Cells coloured by class:
Scale bar: 20 um.
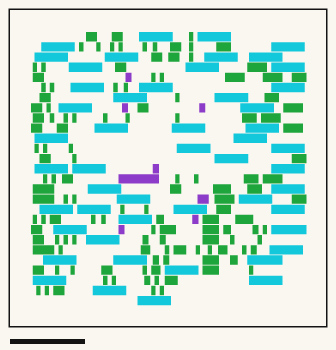
Track usage over the die:
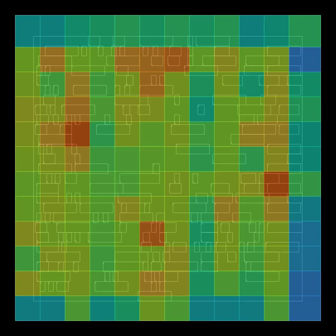
--- src/rtl/mem_bus_arbiter.sv ---
// Two-port req/ack arbiter sharing one strobe-latched byte memory through a fixed four-state bus cycle.
// Optional: define MEM_ARB_RR_EN for round-robin arbitration; otherwise port A has fixed priority.
module mem_bus_arbiter #(
  parameter int AW = 16,
  parameter int DW = 8
) (
  input  logic          cpu_clk,
  input  logic          cpu_reset,
  input  logic          a_req_i,
  input  logic          a_we_i,
  input  logic [AW-1:0] a_addr_i,
  input  logic [DW-1:0] a_data_i,
  output logic          a_ack_o,
  output logic [DW-1:0] a_data_o,
  output logic          a_gnt_o,
  input  logic          b_req_i,
  input  logic          b_we_i,
  input  logic [AW-1:0] b_addr_i,
  input  logic [DW-1:0] b_data_i,
  output logic          b_ack_o,
  output logic [DW-1:0] b_data_o,
  output logic          b_gnt_o,
  output logic [AW-1:0] mem_addr_o,
  output logic [DW-1:0] mem_data_o,
  input  logic [DW-1:0] mem_data_i,
  output logic          mem_oe_n_o,
  output logic          mem_we_n_o
);

  // state  | meaning
  // IDLE   | sample requests, latch winner's command
  // ADDR   | address/data setup, strobes high
  // STROBE | one strobe low for one cycle
  // DONE   | strobes high, ack pulse, read data presented
  localparam logic [1:0] S_IDLE   = 2'd0;
  localparam logic [1:0] S_ADDR   = 2'd1;
  localparam logic [1:0] S_STROBE = 2'd2;
  localparam logic [1:0] S_DONE   = 2'd3;

  logic [1:0] r_state;
  logic       r_we;
  logic       r_owner_b;
  logic       w_sel_b;

`ifdef MEM_ARB_RR_EN
  logic r_last_b;

  always_comb begin
    w_sel_b = b_req_i & ~a_req_i;
    if (a_req_i && b_req_i) w_sel_b = ~r_last_b;
  end

  always_ff @(posedge cpu_clk or posedge cpu_reset) begin
    if (cpu_reset)
      r_last_b <= 1'b1;
    else if (r_state == S_IDLE && (a_req_i || b_req_i))
      r_last_b <= w_sel_b;
  end
`else
  always_comb begin
    w_sel_b = b_req_i & ~a_req_i;
  end
`endif

  always_ff @(posedge cpu_clk or posedge cpu_reset) begin
    if (cpu_reset) begin
      r_state    <= S_IDLE;
      r_we       <= 1'b0;
      r_owner_b  <= 1'b0;
      mem_addr_o <= '0;
      mem_data_o <= '0;
      mem_oe_n_o <= 1'b1;
      mem_we_n_o <= 1'b1;
      a_ack_o    <= 1'b0;
      b_ack_o    <= 1'b0;
      a_gnt_o    <= 1'b0;
      b_gnt_o    <= 1'b0;
      a_data_o   <= '0;
      b_data_o   <= '0;
    end else begin
      a_ack_o <= 1'b0;
      b_ack_o <= 1'b0;
      case (r_state)
        S_IDLE: begin
          if (a_req_i || b_req_i) begin
            r_owner_b  <= w_sel_b;
            r_we       <= w_sel_b ? b_we_i   : a_we_i;
            mem_addr_o <= w_sel_b ? b_addr_i : a_addr_i;
            mem_data_o <= w_sel_b ? b_data_i : a_data_i;
            a_gnt_o    <= ~w_sel_b;
            b_gnt_o    <= w_sel_b;
            r_state    <= S_ADDR;
          end
        end
        S_ADDR: begin
          if (r_we) mem_we_n_o <= 1'b0;
          else      mem_oe_n_o <= 1'b0;
          r_state <= S_STROBE;
        end
        S_STROBE: begin
          mem_oe_n_o <= 1'b1;
          mem_we_n_o <= 1'b1;
          // memory latched on the strobe's falling edge, so read data has been stable all cycle
          if (!r_we) begin
            if (r_owner_b) b_data_o <= mem_data_i;
            else           a_data_o <= mem_data_i;
          end
          if (r_owner_b) b_ack_o <= 1'b1;
          else           a_ack_o <= 1'b1;
          r_state <= S_DONE;
        end
        default: begin
          a_gnt_o <= 1'b0;
          b_gnt_o <= 1'b0;
          r_state <= S_IDLE;
        end
      endcase
    end
  end

endmodule

--- config.mk ---
export PLATFORM = sky130hd
export DESIGN_NAME = mem_bus_arbiter
export DESIGN_NICKNAME = d
export VERILOG_FILES = /design/src/rtl/mem_bus_arbiter.sv
export SDC_FILE = /design/constraint.sdc
export NUM_CORES = 1
export LEC_CHECK = 0
export CELL_PAD_IN_SITES_DETAIL_PLACEMENT = 1
export CELL_PAD_IN_SITES_GLOBAL_PLACEMENT = 2
export CORE_MARGIN = 5
export CORE_UTILIZATION = 40
export CTS_BUF_LIST = sky130_fd_sc_hd__clkbuf_2
export DETAILED_ROUTE_END_ITERATION = 8
export DONT_BUFFER_PORTS = 1
export PLACE_DENSITY = 0.94
export SYNTH_ARGS = -nofsm -noshare
export SYNTH_HDL_FRONTEND = slang
export SYNTH_SLANG_ARGS = --single-unit
--- constraint.sdc ---
create_clock -name cpu_clk -period 3.3 [get_ports cpu_clk]
set_input_delay 0.66 -clock cpu_clk [delete_from_list [all_inputs] [get_ports cpu_clk]]
set_output_delay 0.66 -clock cpu_clk [all_outputs]
set_load 0.02 [all_outputs]
==> notes.md <==
Synthesis and PnR results.

- The part of the power in registers is 58.9%.
- Of the total synthesized cell area, the portion taken by AND, OR, NAND and NOR gates is 12.3%.
- At the end of the flow, the number of nets in the layout was 254.
- The I/O pin count is 108.
- Sorting the synthesized cells by how often they occur yields 55 x sky130_fd_sc_hd__nor2_1, 48 x sky130_fd_sc_hd__dfrtp_1, 22 x sky130_fd_sc_hd__o32ai_1.
- The non-filler instance count after layout is 259.
- The number of tap instances reads 72.
- The core area reads 5470 um^2.
- The total net switching power is 1.16 mW.
- The tally of yosys warning messages is 0.
- On the critical path the largest part of the delay comes from simple AND/OR/NAND/NOR gates.
- The number of clock sinks reads 50.
- STA classifies the critical path startpoint as a flip-flop.
- The clock insertion delay at the later pin of the skew report is 0.42 ns.
- The global routing met3 resource utilization is 7.56%.
- The number of cells upsized or downsized after cts is 0.
- 123 cells are multi-input combinational gates.
- The internal power summed over all cells is 1.38 mW.
- The number of DRC markers after the initial detailed-route iteration is 35.
- For met1 alone, demand over resource in global routing was 18.4%.
- In the power breakdown, the biggest contributor is sequential cells.
- The CTS buffer count reads 5.
- The critical path goes through inv_1 > ha_1 > nand2b_1 > nor2_1 > mux2i_1.
- The number of flops mapped to enable cells by yosys is 0.
- The number of max-cap violations is 0.
- The part of the cycle the worst path needs reads 67.2%.
- The depth of the worst register-to-register path reads 5.
- Hold timing on the final database bottoms out at a slack of 0.291 ns.
- The leakage power reads 0.954 nW.
- The critical path endpoint reads r_state[0].
- The design draws 2.54 mW.
- Summing the areas of all fa, ha and maj instances in the mapped netlist gives 3.36% of the synthesized area.
- The largest net degree at the start of global routing is 51.
- The master of the slowest instance on the critical path reads sky130_fd_sc_hd__nand2b_1.
- The buffer and inverter count on the worst path reads 1.
- The number of setup buffers added after CTS reads 0.
- The clock share of power reads 13.0%.
- The inverter count is 6.
- Of the cells placed in the final design, the portion with a size suffix greater than 1 is 18.2%.
- The stage logs contain a warning count of 31.
- The worst setup timing slack at the placement stage reads 1.08 ns.
- The overall via count from detail_route is 1,438.
- The total of fill cells in the finished design reads 612.
- The number of vias per cell after detailed routing reads 5.55.
- The met3 wire length reads 617 um.
- The worst hold path cell count is 1.
- Routed signal wires occupy layers up through met4.
- The cell sitting at the root of the clock tree is a sky130_fd_sc_hd__clkbuf_2.
- Of the total standard cell area in the layout, the multi-input combinational portion is 38.0%.
- The maximum root-to-sink buffer count is 2.
- Per the power-grid run, VDD falls by no more than 0.379 mV.
- The yosys-reported design area after synthesis reads 2230 um^2.
- The worst hold path terminates at r_owner_b.
- The data required time at the worst endpoint reads 3.66 ns.
- TritonCTS built the clock tree.
- In the layout the commonest cells are 55 x sky130_fd_sc_hd__nor2_1, 48 x sky130_fd_sc_hd__dfrtp_1, 22 x sky130_fd_sc_hd__o32ai_1, 8 x sky130_fd_sc_hd__mux2_2, 8 x sky130_fd_sc_hd__mux2_4.
- The clock period minus final worst setup slack is 2.22 ns.
- The worst relative slew slack is 25.6%.
- The power density over the cells is 1100 nW/um^2.
- The flow ran to the end, and the final reports show no timing, DRC or antenna violations.
- The total cells reported by yosys after synthesis reads 189.
- The synthesized netlist contains 25 unique library cells.
- The number of instances in the placed design is 251.
- In this run the number of H-tree levels came out at 2.
- After synthesis, the cell types taking the most area are sky130_fd_sc_hd__dfrtp_1 54%, sky130_fd_sc_hd__nor2_1 9.2%, sky130_fd_sc_hd__o32ai_1 8.6%.
- The synthesized instance count is 189.
- The cell type with the highest aggregate area in the netlist is sky130_fd_sc_hd__dfrtp_1.
- The most common library cell in the layout ignoring fill and taps reads sky130_fd_sc_hd__nor2_1.
- The via count of the first global-routing pass reads 1,541.
- Combinational logic burns 28.2% of the power.
- The initial antenna violation count reads 0.
Back to the opening pictures, 'cells coloured by class':
- cyan: flops (cells 50)
- green: combinational and other logic (cells 129)
- purple: clock drivers and dummy loads (cells 8)
share of cell area taken by flip-flops and latches: 54.2%
post-layout util: 42.3%
Site Rows: 27
cell area after layout: 2310 um^2

Back to the opening pictures, 'track usage over the die':
global routing's busiest layer: met2
mean routed wirelength per cell: 20.8 um
global routing met2 resource utilization: 24.3%
total routing resource utilization after global routing: 15.3%

No activity file was given, so power comes from the tool's default toggle rates.
